==> images/io_placement.png <==
(10 px per µm) Pins as bars across the die edge, other pins in gray.
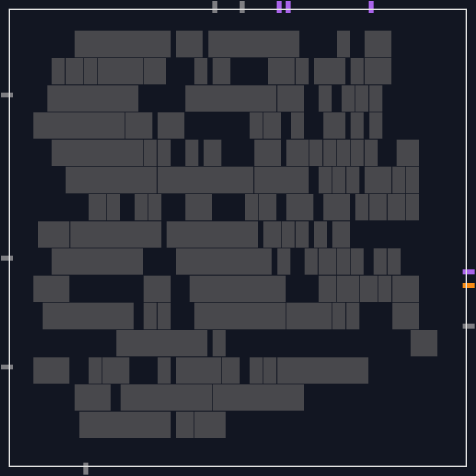
==> images/layer_met2.png <==
(10 px per µm)
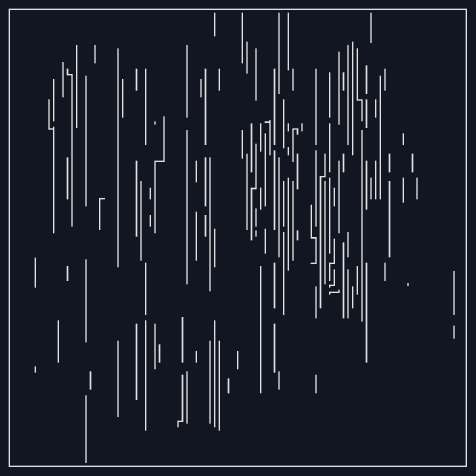
==> images/wires.png <==
(6 px per µm) Only two layers are drawn.
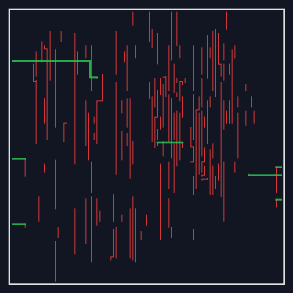
===== config.mk =====
export PLATFORM = sky130hd
export DESIGN_NAME = btn_updown_counter
export DESIGN_NICKNAME = d
export VERILOG_FILES = /design/src/rtl/btn_updown_counter.sv
export SDC_FILE = /design/constraint.sdc
export NUM_CORES = 1
export LEC_CHECK = 0
export ABC_AREA = 1
export CAP_MARGIN = 30
export CORE_MARGIN = 2
export CORE_UTILIZATION = 51
export DETAILED_ROUTE_END_ITERATION = 7
export PLACE_DENSITY = 0.75
export SLEW_MARGIN = 20
export SYNTH_ARGS = -nofsm -noshare
export SYNTH_HDL_FRONTEND = slang
export SYNTH_SLANG_ARGS = --single-unit
export TNS_END_PERCENT = 50

===== constraint.sdc =====
create_clock -name clk -period 1.45 [get_ports clk]
set_input_delay 0.435 -clock clk [delete_from_list [all_inputs] [get_ports clk]]
set_output_delay 0.435 -clock clk [all_outputs]
set_load 0.03 [all_outputs]

===== src/rtl/btn_updown_counter.sv =====
// btn_updown_counter: two raw push-buttons, each synchronised and debounced,
// driving a bounded up/down counter with wrap or saturate behaviour.
// Optional hold-to-auto-repeat is built only when AUTO_REPEAT_EN is defined.
module btn_updown_counter #(
    parameter int WIDTH         = 4,
    parameter int DB_CYCLES     = 4,
    parameter int CNT_MIN       = 0,
    parameter int CNT_MAX       = 15,
    parameter bit WRAP          = 1'b1,
    parameter int REPEAT_DELAY  = 8,
    parameter int REPEAT_PERIOD = 4
) (
    input  logic             clk,
    input  logic             rst_p,
    input  logic             btn_up_raw,
    input  logic             btn_dn_raw,
    output logic [WIDTH-1:0] count,
    output logic             up_pulse,
    output logic             dn_pulse,
    output logic             at_max,
    output logic             at_min
);

    localparam int DBW = $clog2(DB_CYCLES);
    localparam logic [WIDTH-1:0] L_MIN = WIDTH'(CNT_MIN);
    localparam logic [WIDTH-1:0] L_MAX = WIDTH'(CNT_MAX);
    localparam logic [DBW-1:0] L_DB_LAST = DBW'(DB_CYCLES - 1);

    // Reject configurations the counter and timers cannot represent.
    if (WIDTH < 2 || WIDTH > 16) begin : g_badWidth
        $error("btn_updown_counter: WIDTH must be 2..16");
    end
    if (DB_CYCLES < 2) begin : g_badDebounce
        $error("btn_updown_counter: DB_CYCLES must be >= 2");
    end
    if (CNT_MIN >= CNT_MAX || CNT_MAX > (2 ** WIDTH) - 1) begin : g_badLimits
        $error("btn_updown_counter: need CNT_MIN < CNT_MAX <= 2**WIDTH-1");
    end
    if (REPEAT_DELAY < 1 || REPEAT_PERIOD < 1) begin : g_badRepeat
        $error("btn_updown_counter: REPEAT_DELAY and REPEAT_PERIOD must be >= 1");
    end

    // Index 0 is the up button, index 1 the down button throughout.
    logic [1:0]       w_raw;
    logic [1:0]       r_sync1;
    logic [1:0]       r_sync2;
    logic [1:0]       r_level;
    logic [1:0]       r_levelPrev;
    logic [1:0]       r_pulse;
    logic [DBW-1:0]   r_dbCnt [2];
    logic [1:0]       w_rise;
    logic [1:0]       w_strobe;
    logic [WIDTH-1:0] r_count;
    logic [WIDTH-1:0] w_countNext;
    logic             r_atMax;
    logic             r_atMin;

    assign w_raw = {btn_dn_raw, btn_up_raw};

    // Two-flop synchronisers bring the asynchronous buttons into the clock domain.
    always_ff @(posedge clk or posedge rst_p) begin
        if (rst_p) begin
            r_sync1 <= '0;
            r_sync2 <= '0;
        end else begin
            r_sync1 <= w_raw;
            r_sync2 <= r_sync1;
        end
    end

    // Debounce: a level change is accepted only after DB_CYCLES consecutive differing samples.
    always_ff @(posedge clk or posedge rst_p) begin
        if (rst_p) begin
            r_level <= '0;
            for (int b = 0; b < 2; b++) begin
                r_dbCnt[b] <= '0;
            end
        end else begin
            for (int b = 0; b < 2; b++) begin
                if (r_sync2[b] == r_level[b]) begin
                    r_dbCnt[b] <= '0;
                end else if (r_dbCnt[b] == L_DB_LAST) begin
                    r_level[b] <= ~r_level[b];
                    r_dbCnt[b] <= '0;
                end else begin
                    r_dbCnt[b] <= r_dbCnt[b] + DBW'(1);
                end
            end
        end
    end

    assign w_rise = r_level & ~r_levelPrev;

`ifdef AUTO_REPEAT_EN
    localparam int REP_MAX = (REPEAT_DELAY > REPEAT_PERIOD) ? REPEAT_DELAY : REPEAT_PERIOD;
    localparam int TW = $clog2(REP_MAX + 1);

    logic [TW-1:0] r_timer [2];
    logic [1:0]    r_armed;
    logic [1:0]    w_repeat;

    // A repeat fires when an armed hold timer has run down while the button is still held.
    always_comb begin
        w_repeat = '0;
        for (int b = 0; b < 2; b++) begin
            w_repeat[b] = r_armed[b] & r_level[b] & (r_timer[b] == '0);
        end
    end

    // Hold timers: load the initial delay on the first strobe, then reload the period after each repeat.
    always_ff @(posedge clk or posedge rst_p) begin
        if (rst_p) begin
            r_armed <= '0;
            for (int b = 0; b < 2; b++) begin
                r_timer[b] <= '0;
            end
        end else begin
            for (int b = 0; b < 2; b++) begin
                if (!r_level[b]) begin
                    r_armed[b] <= 1'b0;
                    r_timer[b] <= '0;
                end else if (w_rise[b]) begin
                    r_armed[b] <= 1'b1;
                    r_timer[b] <= TW'(REPEAT_DELAY - 1);
                end else if (r_armed[b]) begin
                    if (r_timer[b] == '0) begin
                        r_timer[b] <= TW'(REPEAT_PERIOD - 1);
                    end else begin
                        r_timer[b] <= r_timer[b] - TW'(1);
                    end
                end
            end
        end
    end

    assign w_strobe = w_rise | w_repeat;
`else
    assign w_strobe = w_rise;
`endif

    // Strobes are registered one cycle after the debounced rise (or repeat).
    always_ff @(posedge clk or posedge rst_p) begin
        if (rst_p) begin
            r_levelPrev <= '0;
            r_pulse     <= '0;
        end else begin
            r_levelPrev <= r_level;
            r_pulse     <= w_strobe;
        end
    end

    // Next count from the step rules; simultaneous up and down cancel out.
    always_comb begin
        w_countNext = r_count;
        if (r_pulse[0] && !r_pulse[1]) begin
            if (r_count == L_MAX) begin
                w_countNext = WRAP ? L_MIN : r_count;
            end else begin
                w_countNext = r_count + WIDTH'(1);
            end
        end else if (r_pulse[1] && !r_pulse[0]) begin
            if (r_count == L_MIN) begin
                w_countNext = WRAP ? L_MAX : r_count;
            end else begin
                w_countNext = r_count - WIDTH'(1);
            end
        end
    end

    // Count and its limit flags update together so the flags always describe the visible count.
    always_ff @(posedge clk or posedge rst_p) begin
        if (rst_p) begin
            r_count <= L_MIN;
            r_atMax <= 1'b0;
            r_atMin <= 1'b1;
        end else begin
            r_count <= w_countNext;
            r_atMax <= (w_countNext == L_MAX);
            r_atMin <= (w_countNext == L_MIN);
        end
    end

    assign count    = r_count;
    assign up_pulse = r_pulse[0];
    assign dn_pulse = r_pulse[1];
    assign at_max   = r_atMax;
    assign at_min   = r_atMin;

endmodule


==> flow_summary.html <==
<!-- implementation run metrics -->
<table>
<tr><th>Metric</th><th>Value</th></tr>
<tr><th colspan="2">Outcome</th></tr>
<tr><td>Result of the run</td><td>completed</td></tr>
<tr><th colspan="2">Floorplan</th></tr>
<tr><td>Total core area</td><td>1670 µm²</td></tr>
<tr><td>Effective utilization at floorplan</td><td>approximately 53%</td></tr>
<tr><th colspan="2">Logic synthesis</th></tr>
<tr><td>Syn Area/Cell</td><td>just under 9 µm²</td></tr>
<tr><td>Top flip-flop cell by instance count after synthesis</td><td>dfrtp_1</td></tr>
<tr><td>Top-area cell type share of the netlist area</td><td>54.0%</td></tr>
<tr><td>Simple-gate area share of the yosys netlist</td><td>24.7%</td></tr>
<tr><th colspan="2">Power and ir drop</th></tr>
<tr><td>Clock network fraction of total power</td><td>10.4%</td></tr>
<tr><td>Combinational cell fraction of total power</td><td>between 50 and 60%</td></tr>
<tr><td>Worst VDD drop</td><td>0.00125 V</td></tr>
<tr><td>Power of the clock network</td><td>~260 µW</td></tr>
<tr><td>Switching fraction of total power</td><td>around 44%</td></tr>
<tr><td>Leakage</td><td>about 0.54 nW</td></tr>
<tr><td>Top power group</td><td>combinational cells</td></tr>
<tr><th colspan="2">Timing</th></tr>
<tr><td>Setup repair after global routing missed its margin</td><td>no</td></tr>
<tr><td>Max Clock Freq</td><td>~700 MHz</td></tr>
<tr><td>Total negative setup slack</td><td>0 ps</td></tr>
<tr><td>Minimum clock period</td><td>about 1400 ps</td></tr>
<tr><td>Max-slew headroom</td><td>a little over four fifths</td></tr>
<tr><th colspan="2">Worst setup path</th></tr>
<tr><td>RR Startpoint</td><td>count[0]</td></tr>
<tr><td>Critical Path Sink Type</td><td>output pin</td></tr>
<tr><td>CP required</td><td>around 1000 ps</td></tr>
<tr><td>Worst reg2reg setup slack</td><td>~110 ps</td></tr>
<tr><td>Number of stages on the worst setup path</td><td>1</td></tr>
<tr><td>Endpoint of the most critical register-to-register path</td><td>at_min</td></tr>
<tr><td>Kind of cell adding the most delay to the critical path</td><td>flip-flops</td></tr>
<tr><td>Category of the critical setup timing path</td><td>register to output pin</td></tr>
<tr><th colspan="2">Finish</th></tr>
<tr><td>Share of the core filled with cells in the final layout</td><td>between 60% and 70%</td></tr>
<tr><td>Number of nets in the layout</td><td>roughly 130</td></tr>
<tr><td>Seq/total area</td><td>a little under half</td></tr>
<tr><td>Area occupied by registers</td><td>about 510 µm²</td></tr>
<tr><td>Logic area</td><td>between 300 and 400 µm²</td></tr>
<tr><td>Relative area of non-clock buffer cells in the final design</td><td>a little under an eighth</td></tr>
<tr><td>Filler cell count</td><td>about 140</td></tr>
<tr><td>Leading cell category by total area</td><td>sequential cells</td></tr>
<tr><th colspan="2">Routing</th></tr>
<tr><td>M1 WL</td><td>approximately 670 µm</td></tr>
<tr><td>Total Wirelength</td><td>1.41 mm</td></tr>
<tr><td>Met2 Wirelength</td><td>707 µm</td></tr>
<tr><th colspan="2">Global route</th></tr>
<tr><td>Largest net degree at the start of global routing</td><td>21</td></tr>
<tr><td>All-Layer GR Usage</td><td>between 10% and 20%</td></tr>
<tr><td>GRT Residual Overflow</td><td>0</td></tr>
<tr><td>Global routing's busiest layer</td><td>met2</td></tr>
<tr><td>GRT met3 Usage</td><td>under 10%</td></tr>
<tr><td>Met1 demand-to-capacity share in global routing</td><td>between 20% and 30%</td></tr>
<tr><th colspan="2">Placed design</th></tr>
<tr><td>HPWL after detailed placement</td><td>1.08 mm</td></tr>
<tr><th colspan="2">Clocking</th></tr>
<tr><td>Clock sink total</td><td>20</td></tr>
<tr><th colspan="2">Worst hold path</th></tr>
<tr><td>Path class of the lowest-slack min-delay path</td><td>register to register</td></tr>
</table>
## Picture notes: io_placement.png
[count] purple | pins: 4 | direction: output | edge: 3 top, 1 right
[up_pulse] orange | pins: 1 | direction: output | edge: right

## Picture notes: layer_met2.png
nets with wire on the layer: 105
main direction: vertical
longest straight run: 21.8 µm
wire length on this layer: 708 µm

## Picture notes: wires.png
[metal 2] red | wire length: 708 µm
[metal 3] green | wire length: 31.9 µm

Power figures rest on the tool's default switching activity, not on a simulated workload.
